<file path="config.mk">
export PLATFORM = sky130hd
export DESIGN_NAME = rom_scan_accum_flat
export DESIGN_NICKNAME = d
export VERILOG_FILES = /design/src/rtl/rom_scan_accum_if.sv /design/src/rtl/rom_scan_accum.sv /design/src/flat_wrapper.sv
export SDC_FILE = /design/constraint.sdc
export NUM_CORES = 1
export LEC_CHECK = 0
export CORE_AREA = 2 2 77 135
export DETAILED_ROUTE_END_ITERATION = 7
export DIE_AREA = 0 0 79 137
export PLACE_DENSITY = 0.72
export SYNTH_ARGS = -nofsm -noshare
export SYNTH_HDL_FRONTEND = slang
export SYNTH_SLANG_ARGS = --single-unit
</file>
<file path="constraint.sdc">
create_clock -name clk -period 3.85 [get_ports clk]
set_clock_uncertainty 0.15 [all_clocks]
set_input_delay 0.77 -clock clk [delete_from_list [all_inputs] [get_ports clk]]
set_output_delay 0.77 -clock clk [all_outputs]
set_load 0.05 [all_outputs]
</file>
<file path="src/rtl/rom_scan_accum_if.sv">
// rtl/rom_scan_accum_if.sv - control, status and ROM port bundle for rom_scan_accum
interface rom_scan_accum_if #(
    parameter int ADDR_W = 8,
    parameter int DATA_W = 32,
    parameter int SUM_W  = 40
);
    logic              start;
    logic              abort;
    logic [ADDR_W-1:0] base_addr;
    logic [ADDR_W:0]   count;
    logic [ADDR_W-1:0] rom_addr;
    logic [DATA_W-1:0] rom_data;
    logic              busy;
    logic              done;
    logic [SUM_W-1:0]  sum;
    logic              overflow;

    modport master (
        output start, abort, base_addr, count, rom_data,
        input  rom_addr, busy, done, sum, overflow
    );

    modport slave (
        input  start, abort, base_addr, count, rom_data,
        output rom_addr, busy, done, sum, overflow
    );
endinterface

</file>
<file path="src/rtl/rom_scan_accum.sv">
// rtl/rom_scan_accum.sv - scans a ROM address range and accumulates the read data
module rom_scan_accum #(
    parameter int ADDR_W   = 8,
    parameter int DATA_W   = 32,
    parameter int SUM_W    = 40,
    parameter int READ_LAT = 1,
    parameter int SATURATE = 0
) (
    input  logic              clk,
    input  logic              rst,
    rom_scan_accum_if.slave   bus
);
    typedef enum logic [1:0] {IDLE, RUN, DRAIN, DONE} state_t;

    // Bits 1..READ_LAT-1 of the valid taps: all clear means the final sample is now.
    localparam logic [3:0] DRAIN_MASK = 4'((1 << READ_LAT) - 1) & 4'b1110;
    localparam logic [1:0] RL_IDX     = 2'(READ_LAT);

    state_t            state, state_nx;
    logic [ADDR_W-1:0] rom_addr_q;
    logic [ADDR_W:0]   remain;
    logic [3:1]        vpipe;
    logic [3:0]        vtap;
    logic [SUM_W-1:0]  sum_q;
    logic              ovf_q;
    logic [SUM_W:0]    sum_ext;
    logic              accept, kill, issue, sample, drain_last;

    assign accept     = (state == IDLE) && bus.start;
    assign kill       = bus.abort && ((state == RUN) || (state == DRAIN));
    assign issue      = (state == RUN);
    assign vtap       = {vpipe, issue};
    assign sample     = vtap[RL_IDX] && !kill;
    assign drain_last = (vtap & DRAIN_MASK) == 4'b0000;
    assign sum_ext    = {1'b0, sum_q} + (SUM_W+1)'(bus.rom_data);

    always_comb begin
        state_nx = state;
        case (state)
            IDLE:  if (bus.start) state_nx = (bus.count == '0) ? DONE : RUN;
            RUN: begin
                if (kill)
                    state_nx = IDLE;
                else if (remain == (ADDR_W+1)'(1))
                    state_nx = (READ_LAT == 0) ? DONE : DRAIN;
            end
            DRAIN: begin
                if (kill)
                    state_nx = IDLE;
                else if (drain_last)
                    state_nx = DONE;
            end
            DONE:  state_nx = IDLE;
            default: state_nx = IDLE;
        endcase
    end

    always_ff @(posedge clk) begin
        if (rst) begin
            state      <= IDLE;
            rom_addr_q <= '0;
            remain     <= '0;
            vpipe      <= '0;
            sum_q      <= '0;
            ovf_q      <= 1'b0;
        end else begin
            state <= state_nx;
            vpipe <= kill ? 3'b000 : {vpipe[2:1], issue};
            if (accept) begin
                rom_addr_q <= bus.base_addr;
                remain     <= bus.count;
                sum_q      <= '0;
                ovf_q      <= 1'b0;
            end else begin
                if (issue) begin
                    rom_addr_q <= rom_addr_q + ADDR_W'(1);
                    remain     <= remain - (ADDR_W+1)'(1);
                end
                if (sample) begin
                    if (sum_ext[SUM_W])
                        ovf_q <= 1'b1;
                    // Once clamped, the sum stays pinned for the remainder of the scan.
                    if ((SATURATE != 0) && (sum_ext[SUM_W] || ovf_q))
                        sum_q <= '1;
                    else
                        sum_q <= sum_ext[SUM_W-1:0];
                end
            end
        end
    end

    assign bus.rom_addr = rom_addr_q;
    assign bus.busy     = (state == RUN) || (state == DRAIN);
    assign bus.done     = (state == DONE);
    assign bus.sum      = sum_q;
    assign bus.overflow = ovf_q;
endmodule

</file>
<file path="src/flat_wrapper.sv">
// flat-port wrapper written by rule: the top's interface ports become plain ports
module rom_scan_accum_flat 
#(
    parameter int ADDR_W   = 8,
    parameter int DATA_W   = 32,
    parameter int SUM_W    = 40,
    parameter int READ_LAT = 1,
    parameter int SATURATE = 0
)
  (clk, rst, bus_start, bus_abort, bus_base_addr, bus_count, bus_rom_data, bus_rom_addr, bus_busy, bus_done, bus_sum, bus_overflow);
  rom_scan_accum_if #(.ADDR_W(ADDR_W), .DATA_W(DATA_W), .SUM_W(SUM_W)) bus_i ();
  input  logic clk;
  input  logic rst;
  input wire logic [$bits(bus_i.start)-1:0] bus_start;
  input wire logic [$bits(bus_i.abort)-1:0] bus_abort;
  input wire logic [$bits(bus_i.base_addr)-1:0] bus_base_addr;
  input wire logic [$bits(bus_i.count)-1:0] bus_count;
  input wire logic [$bits(bus_i.rom_data)-1:0] bus_rom_data;
  output wire logic [$bits(bus_i.rom_addr)-1:0] bus_rom_addr;
  output wire logic [$bits(bus_i.busy)-1:0] bus_busy;
  output wire logic [$bits(bus_i.done)-1:0] bus_done;
  output wire logic [$bits(bus_i.sum)-1:0] bus_sum;
  output wire logic [$bits(bus_i.overflow)-1:0] bus_overflow;
  assign bus_i.start = bus_start;
  assign bus_i.abort = bus_abort;
  assign bus_i.base_addr = bus_base_addr;
  assign bus_i.count = bus_count;
  assign bus_i.rom_data = bus_rom_data;
  assign bus_rom_addr = bus_i.rom_addr;
  assign bus_busy = bus_i.busy;
  assign bus_done = bus_i.done;
  assign bus_sum = bus_i.sum;
  assign bus_overflow = bus_i.overflow;
  rom_scan_accum #(.ADDR_W(ADDR_W), .DATA_W(DATA_W), .SUM_W(SUM_W), .READ_LAT(READ_LAT), .SATURATE(SATURATE)) u_core (.clk(clk), .rst(rst), .bus(bus_i));
endmodule
</file>
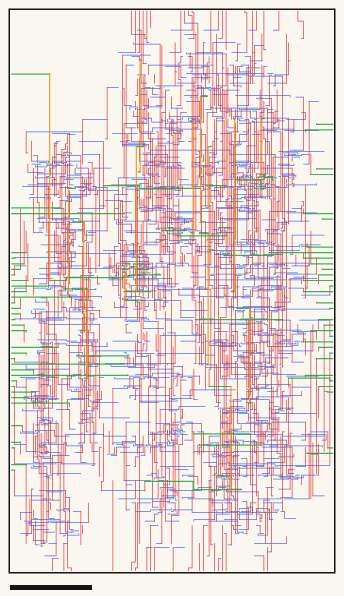
*Signal wires by layer, run 1*
Bar = 20 um.
color	layer	wire length
blue	M1	4410 um
orange	M4	404 um
green	M3	609 um
red	M2	6860 um
Routed WL: 12.3 mm
overall fraction of global-route tracks in use: 23.3%
via count: 4469
average routed wire per standard cell: 15.5 um

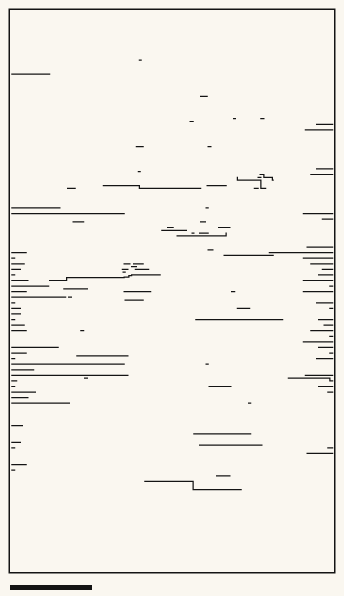
*M3 wires, run 1*
Bar = 20 um.
wire length on this layer	609 um
longest straight run	28.3 um
share of all routed wire	5.0%
main direction	horizontal
nets with wire on the layer	95

==> notes.md, run 1 <==
Notes on the physical design

The flow ran to the end, and the final reports show no timing, DRC or antenna violations. met2 track demand over resource after global routing is 44.5%. In this run the top signal layer used is met4. The tally of nets with antenna violations remaining after routing is 0. Total power for the finished layout comes to 3.14 mW. The combinational cell area excluding buffers and inverters is 0.00294 mm^2. In the final layout, the clock buffer count is 10. The timing report shows that the slowest cell on the worst path is clkdlybuf4s50_1.

Clock cells make up 5.64% of the layout cell area. The total negative setup slack is 0 ps. The number of flip-flops in the largest register is 40. In the detailed route, the total length drawn on met2 is 6.86 mm. The layout contains a multi-input combinational cell count of 462.

The count of final hold-check violations is 0. The post-detailed-route DRC marker count is 0. The worst slew slack as a fraction of its limit is 58.3%. The count of plain and timing-repair buffers is 118. The commonest register cell is dfxtp_1. The report shows a maximum critical-path fanout of 3. Cells with a size suffix above 1 make up 4.79% of the layout. The final design utilization is 60.0%. Counting the buffers created by CTS gives 9. The number of standard cells after synthesis is 558. Summed over all nets, wire length on met3 after detailed routing comes to 608 um. The global-route congestion overflow total is 0.

The synthesis log from Yosys contains 0 warnings. The first global-routing pass estimated 20.0 mm of wire. Measured against the total synthesized area, the mux share comes to 1.17%.

The worst setup path is launched from an input pin. According to the timing report, the critical path is launched from bus_rom_data[0]. The CTS tree is built. The number of buffer cells added on primary ports is 103. Per the post-run analysis, buffers plus inverters along the critical path come to 1. The area-dominant cell class after layout is logic gates. Setup repair after global routing left no endpoint under its margin. The violation tally recorded at the end of detailed-routing iteration 0 is 181. The most prevalent standard cell on the critical path is a211oi_1.

The cell family contributing the most delay on the critical path is AND-OR/OR-AND gates. The synthesized design contains 61 register bits. The vertical die dimension is 137 um. The launch point of the worst min-delay path is recorded as u_core.bus.sum[17]$_SDFFE_PP0P_.

Across all stage logs, warnings added up to 31. After detailed placement, the design holds a cell count of 778. The hold-critical path endpoint is u_core.bus.sum[17]$_SDFFE_PP0P_. The clock-pin slew reported for the worst setup and hold paths after clock tree synthesis is 50 ps. The floorplan net count is 652. For this block, wires on met1 add up to 4.41 mm.

The clock root buffer is clkbuf_16. The script computed the net switching share of total power as 39.8%. Max-cap violations in this run came to 0. The portion of total power attributed to combinational logic is 43.6%. For this run, the detailed router's first-pass iteration total came to 5.

The via count of the first global-routing pass is 4458. The final cell count without fillers is 793. For this run the detailed placement stage logged an HPWL of 9.65 mm. Looking at the reg2reg group, the worst path starts from u_core.bus.sum[0]$_SDFFE_PP0P_.

The final-report setup violation count is 0. Of the total synthesized cell area, the portion taken by AND-OR and OR-AND cells is 26.3%. The worst voltage drop across the vdd grid is 0.495 mV. The synthesis area per yosys is 0.00429 mm^2.

The synthesis run shows the most used standard cells to be nand2_1 (84), a21oi_1 (65), dfxtp_1 (61), nor2_1 (49), ha_1 (40). The post-cts hold buffer count is 0. The most frequently used cell type in the post-synthesis netlist is nand2_1. The skew report gives the latency at the later pin of the worst-skew pair as 330 ps. The dominant power group in this design is combinational logic. Among all stages on the critical path, the maximum delay recorded is 420 ps. Across the whole layout, multi-input logic makes up 50.4% of the cell area. Yosys reports that the leading cell type by area covers 28.5% of the netlist area. The power dissipated by switching net loads is 1.25 mW.

The worst hold slack is 322 ps. The number of enable flip-flop cells is 0. STA shows the worst reg2reg path with a cell count of 10. The share of the yosys chip area belonging to registers is 28.5%. For this configuration, the core starts out at a cell density of 44.1%. Global routing put the most usage on met2. The worst hold path was traced through 2 stages.

The worst setup path is captured at a flop. For this design, the sink count on the clock tree is 61.
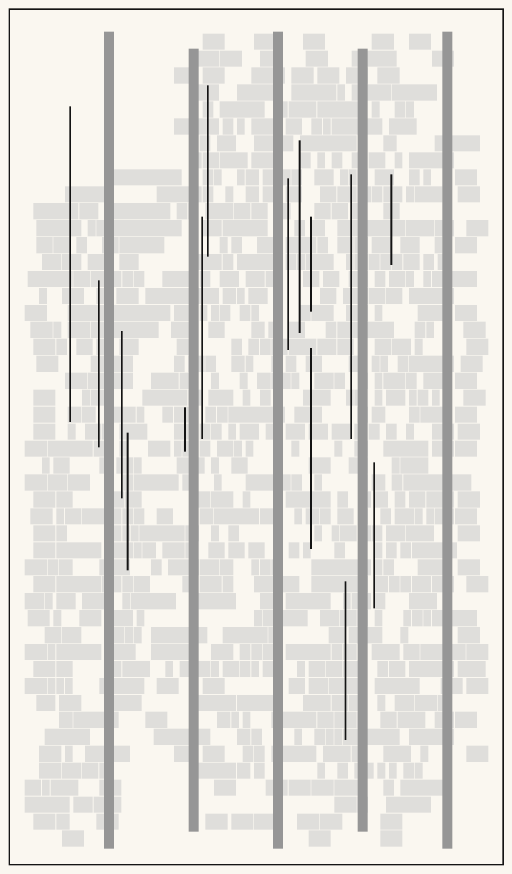
*Signal wires on met4, run 1*
Supply wires on this layer in gray.
nets with wire on the layer	14
longest straight run	50.3 um
share of all routed wire	3.3%
wire length on this layer	404 um
main direction	vertical

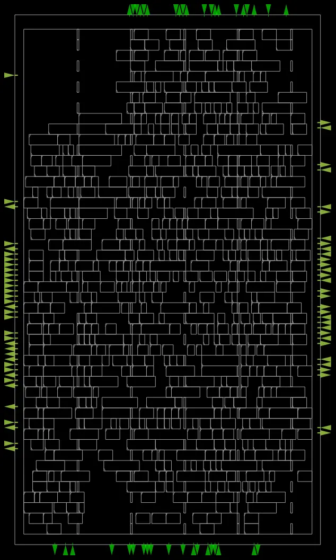
*Placement view, run 1*
flip-flops: 61
Floorplan Core Area: 0.00973 mm^2
Tapcell Cnt: 125
Filler cells: 931
row count: 48

### Drive-strength map, run 1

Bar = 20 um.
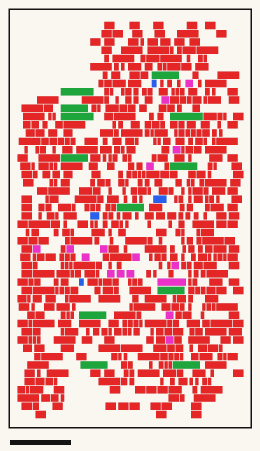

--- run 2 (diff from run 1) ---
--- a/config.mk
+++ b/config.mk
@@ -9,6 +9,7 @@
 export DETAILED_ROUTE_END_ITERATION = 7
 export DIE_AREA = 0 0 79 137
 export PLACE_DENSITY = 0.72
+export RECOVER_POWER = 50
 export SYNTH_ARGS = -nofsm -noshare
 export SYNTH_HDL_FRONTEND = slang
 export SYNTH_SLANG_ARGS = --single-unit
==> constraint.sdc (replaced) <==
create_clock -name clk -period 3.85 [get_ports clk]
set_clock_uncertainty 0.15 [all_clocks]
set_input_delay 0.77 -clock clk [delete_from_list [all_inputs] [get_ports clk]]
set_output_delay 0.77 -clock clk [all_outputs]
set_load 0.1 [all_outputs]
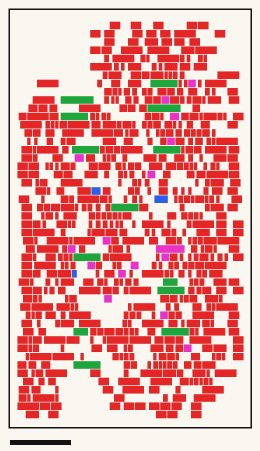
*Drive-strength map, run 2*
Bar = 20 um.
color	size	cells
green	x6 and larger	13
magenta	x3 and x4	16
blue	x2	3
red	x1 and smaller	637

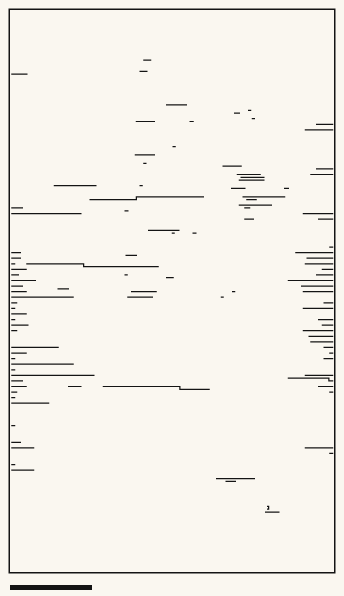
*M3 wires, run 2*
Bar = 20 um.
wire length on this layer	519 um
longest straight run	20.0 um
nets with wire on the layer	91
main direction	horizontal

==> notes.md, run 2 <==
Notes on the physical design

The flow ran to the end, and the final reports show no timing, DRC or antenna violations. The flow reports power dissipated in the clock network as 903 uW. After layout, the worst path uses 90.1% of the clock period. STA classifies the critical path endpoint as a flop.

The via count of the first global-routing pass was 4518. The power group with the highest consumption is combinational logic. The area added between synthesis and finish is 35.6%.

The required time at the endpoint of the critical path is 3920 ps. The number of enable flip-flop cells is 0. TritonCTS built the clock tree.

The net count after synthesis is 652. The worst slew slack as a fraction of its limit is 21.6%. The share of synthesized area in the top cell type comes to 28.5%.

The worst hold path terminates at u_core.bus.overflow$_SDFFE_PP0P_. Of the total power, the share spent switching nets is 45.5%. The critical path class is input pin to flop.

In the synthesized netlist, the cells that appear most often are nand2_1 (84), a21oi_1 (65), dfxtp_1 (61), nor2_1 (49), ha_1 (40). The number of buffer cells added on primary ports is 103. The count of final hold-check violations is 0.

The chip area is 0.0108 mm^2. The multi-input combinational area share is 50.5%. The path class of the tightest hold or removal check is flop to flop. The worst voltage drop across the vdd grid is 0.568 mV. Per the run summary, max-cap violations total 0.

The analysis attributes to cell leakage a power of 2.50 nW. The number of cells in Yosys stat is 558. On the worst path, the slowest cell contributes a delay of 420 ps. According to the floorplan report, the die width is 79 um. The number of pins with negative max-slew slack in the final report is 0.

The highest clock rate is 288 MHz. Setup repair after global routing left no endpoint under its margin. The data arrival time reported for the critical path is 3540 ps. The fraction of layout instances using a drive strength above 1 is 4.78%. In the synthesized netlist, the dominant kind of combinational cell is AND-OR/OR-AND gates.

The number of logic gates is 462. The first element of the critical path is bus_rom_data[0]. The total power after layout is 3.38 mW. The iteration count of the initial detailed-routing pass is 4. The number of flip-flops in the largest register is 40. The final net count is 758.

The tree is rooted in a clkbuf_16. met1 track demand over resource after global routing is 23.2%. The launch point of the worst min-delay path is recorded as u_core.bus.overflow$_SDFFE_PP0P_.

The number of cells on the worst reg-to-reg path is 10. The final design utilization is 59.8%. The top cell type in the final layout, fill and taps aside, is nand2_1. Summing the areas of all compound-gate instances in the mapped netlist gives 26.3% of the synthesized area.

The combined area of all synthesized cells is 0.00429 mm^2. The tally of nets with antenna violations remaining after routing is 0. The count of cells along the worst hold path is 2. In the routed layout, each cell is associated on average with a via count of 5.58.

The number of placed I/O pins is 104. The later pin in the worst-skew pair is clocked with a latency of 330 ps. The report lists the number of standard-cell rows as 48.

The power dissipated by switching net loads is 1.54 mW. Per the synthesis report, the simple-gate share of the synthesized area is 21.5%. The warning tally printed by Yosys for this design is 0. The total negative setup slack is 0 ps. The share of flip-flops with an asynchronous set or reset after synthesis is 0%.

The highest layer touched by signal routing is met4. Hold is met by 308 ps. Ranked by total area, the top cell class in this layout is logic gates. Gates resized during post-CTS repair numbered 0. On the reported timing paths, the clock transition at the registers reads 60 ps. After routing the design area is 0.00582 mm^2. met2 track demand over resource after global routing is 45.1%. In this run the worst setup path terminates at u_core.bus.sum[24]$_SDFFE_PP0P_. After global routing, the most crowded layer is met2. Combinational power for this build is 1.62 mW. The total number of sequential cells is 61. The combinational cell area excluding buffers and inverters is 0.00294 mm^2. The flow inserted 125 tap cells.

The most frequently used cell type in the post-synthesis netlist is nand2_1. Per the synth stats, the flop cell with the highest instance count is dfxtp_1. The final layout contains routed wiring with a total length of 12.1 mm.

The critical path startpoint category is an input pin. The antenna cell count is 0. The number of antenna violations at the first check in global routing was 0. The number of standard cells after synthesis is 558.

The die is 137 um tall. The stat command in Yosys gives a chip area of 0.00429 mm^2. The critical-path maximum fanout is 3. The final-layout clock buffer total is 11.

The final-layout fill cell count is 916. The met2 wire length is 6.78 mm. The cell type that accounts for the most area after synthesis is dfxtp_1. The share of the yosys chip area belonging to registers is 28.5%.

Once detailed placement completed, the half-perimeter wirelength came to 9.60 mm. Combinational logic is responsible for 47.8% of the overall power. The detailed router placed 4429 vias in this run. Leaving out the clock tree, the finished layout contains a buffer count of 118.

The routed metal-1 wire length is 4.37 mm. The count of warning messages emitted by the tools is 31. The first global-routing pass estimated 20.2 mm of wire. Summed over all layers, the global routing overflow is 0.

Synthesis inferred 61 register bits. The cell with the largest stage delay on the worst path is clkdlybuf4s50_1. Sequential power for this build is 861 uW. The tree built by TritonCTS fans out to 61 sinks.

The post-cts hold buffer count is 0. TritonRoute reported its final design rule violation total as 0. In the final layout, excluding clock inverters the inverter count is 12. The overall global routing resource usage is 23.4%. The final report lists the setup-violating endpoint count as 0. Detailed-route iteration 0 reported a violation count of 132. The post-route worst setup slack is 380 ps.

The cell class contributing the biggest share of worst-path delay is AND-OR/OR-AND gates. Yosys reports the multiplexer fraction of the synthesized area as 1.17%. Logged for this run, the post-placement worst setup slack is 42.0 ps. Once placement completed, the tool counted placed cells totaling 778. The most prevalent standard cell on the critical path is a211oi_1. Before placement the cells fill 44.1% of the core. The final report lists a non-filler cell total of 794. The share of final layout cell area taken by clock buffers and inverters is 5.76%. The CTS report gives the tree buffer count as 9.

The worst register-to-register path ends at u_core.bus.sum[24]$_SDFFE_PP0P_. The placeable core region is 0.00973 mm^2. The H-tree depth is 3. The average wire per standard cell is 15.2 um. The routed length on met3 is 518 um.

In this run the critical register-to-register path is launched from u_core.bus.sum[0]$_SDFFE_PP0P_. The timing report notes that buffer and inverter cells on the critical path total 1. The setup slack of the most critical reg-to-reg path is 900 ps. The total internal power is 1.84 mW.
--- run 3 (diff from run 2) ---
--- a/config.mk
+++ b/config.mk
@@ -5,6 +5,7 @@
 export SDC_FILE = /design/constraint.sdc
 export NUM_CORES = 1
 export LEC_CHECK = 0
+export ABC_CLOCK_PERIOD_IN_PS = 3850
 export CORE_AREA = 2 2 77 135
 export DETAILED_ROUTE_END_ITERATION = 7
 export DIE_AREA = 0 0 79 137
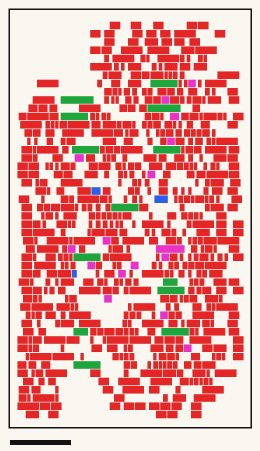
*Drive-strength map, run 3*
Bar = 20 um.
color	size	cells
magenta	x3 and x4	16
blue	x2	3
red	x1 and smaller	637
green	x6 and larger	13

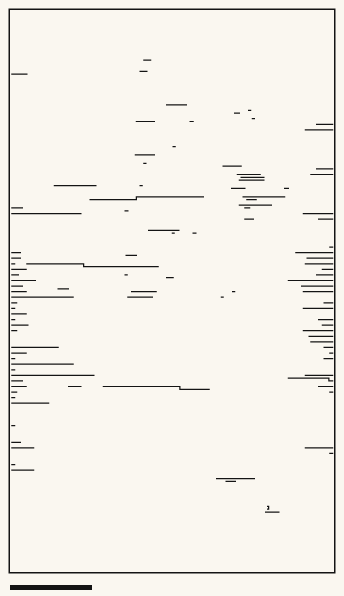
*M3 wires, run 3*
Bar = 20 um.
main direction	horizontal
longest straight run	20.0 um
global-route track usage on met3: 4.35%
via count: 4429
Routed WL: 12.1 mm

==> notes.md, run 3 <==
Notes on the physical design

The horizontal die size is 79 um. The number of flip-flops in the largest register is 40. The power group with the highest consumption is combinational logic. The count of warning messages emitted by the tools is 31. The iteration count of the initial detailed-routing pass is 4.

The final max-slew violation count recorded for this run is 0. The clock network power is 903 uW. The non-clock inverter count in the final layout is 12.

The post-CTS resize count is 0. The startpoint of the worst register-to-register path is u_core.bus.sum[0]$_SDFFE_PP0P_. The overall global routing resource usage is 23.4%. In this run the tightest slew margin relative to its limit is 21.6%.

Relative to the synthesized area, the layout overhead comes to 35.6%. The clock network takes up 5.76% of total cell area after layout. The cell sitting at the root of the clock tree is a clkbuf_16. The critical hold path startpoint is u_core.bus.overflow$_SDFFE_PP0P_. The capture point of the critical path is u_core.bus.sum[24]$_SDFFE_PP0P_. The worst voltage drop across the vdd grid is 0.568 mV. The TritonCTS buffer count is 9.

Per the detail_route log, the uppermost layer with routed signals is met4. The tool flagged a number of max-cap violations equal to 0. The critical path class is input pin to flop. The number of enable flip-flop cells is 0. The report puts the cell count of the worst reg-to-reg path at 10. The cell with the largest stage delay on the worst path is clkdlybuf4s50_1. The HPWL reported at the end of detailed placement is 9.60 mm. Sorting the synthesized cells by how often they occur yields nand2_1 (84), a21oi_1 (65), dfxtp_1 (61), nor2_1 (49), ha_1 (40). The placeable core region is 0.00973 mm^2. The combinational cell area excluding buffers and inverters is 0.00294 mm^2. The worst register-to-register path has a setup slack of 900 ps. The cell total after placement is 778. The worst-skew pair later-pin latency is 330 ps.

According to the tapcell log, the count of inserted taps is 125. STA classifies the critical path endpoint as a flop. The final-report setup violation count is 0. The run finished with clean final reports.

After filler insertion, the fill cell instance count of the layout stands at 916. The cell class contributing the biggest share of worst-path delay is AND-OR/OR-AND gates. The top cell type's share of synthesized area is 28.5%. The initial cell density of the core is 44.1%. The most frequently used cell type in the post-synthesis netlist is nand2_1.

Counting endpoints that fail hold in the final report gives 0. The routed length on met3 is 518 um. Switching power as a fraction of the total was reported as 45.5%. Setup repair after global routing left no endpoint under its margin. The clock drives 61 sinks.

Per the area breakdown, the dominant cell category is logic gates. The chip area is 0.0108 mm^2. The final design utilization is 59.8%. The pre-CTS setup check shows a worst slack of 42.0 ps. The most prevalent standard cell on the critical path is a211oi_1. The wire length of the first global-routing pass is 20.2 mm. In the synthesized netlist the async set-or-reset flop fraction comes to 0%. After clock tree synthesis, the flow added hold-fix buffers numbering 0. The count of plain and timing-repair buffers is 118.

The power dissipated in sequential cells is 861 uW. At floorplan, the net count of the design was reported as 652. The tally of nets with antenna violations remaining after routing is 0. The number of antenna violations at the first check in global routing is 0. The violation count after the first detailed-routing iteration is 132. The proportion of synthesized area in mux cells is 1.17%.

The total power after layout is 3.38 mW. The total leakage power is 2.50 nW. The total negative setup slack is 0 ps.

The number of logic gates is 462. For the worst reg-to-reg path, the endpoint reported by OpenROAD is u_core.bus.sum[24]$_SDFFE_PP0P_. The floorplan report gives the top-level pin count as 104. The busiest layer in global routing is met2. The vertical die dimension is 137 um. The number of antenna diodes in the final layout is 0.

The routed metal-1 wire length is 4.37 mm. Summing the sequential cell areas from Yosys gives 28.5% of the chip area. The critical path startpoint category is an input pin. The area fraction in and, or, nand and nor cells after synthesis is 21.5%. In this run, synthesis produced a sequential element count of 61.

Multi-input logic gates represent a cell area share of 50.5%. At the worst endpoint, the required time is 3920 ps. Counting both buffers and inverters, the worst setup path holds a total of 1.

The portion of total power attributed to combinational logic is 47.8%. Power attributed to combinational cells is 1.62 mW. At the end of the flow, the number of nets in the layout was 758. The synth_stat.txt file lists the number of cells as 558. Summed over all nets, the switching power comes to 1.54 mW. Per the timing report, the biggest fanout along the worst path comes to 3. The arrival time of data at the worst endpoint is listed as 3540 ps. The stat command in Yosys gives a chip area of 0.00429 mm^2. The first element of the critical path is bus_rom_data[0]. TritonCTS built the clock tree.

The highest cell delay on the worst timing path is 420 ps.
Power figures rest on the tool's default switching activity, not on a simulated workload.
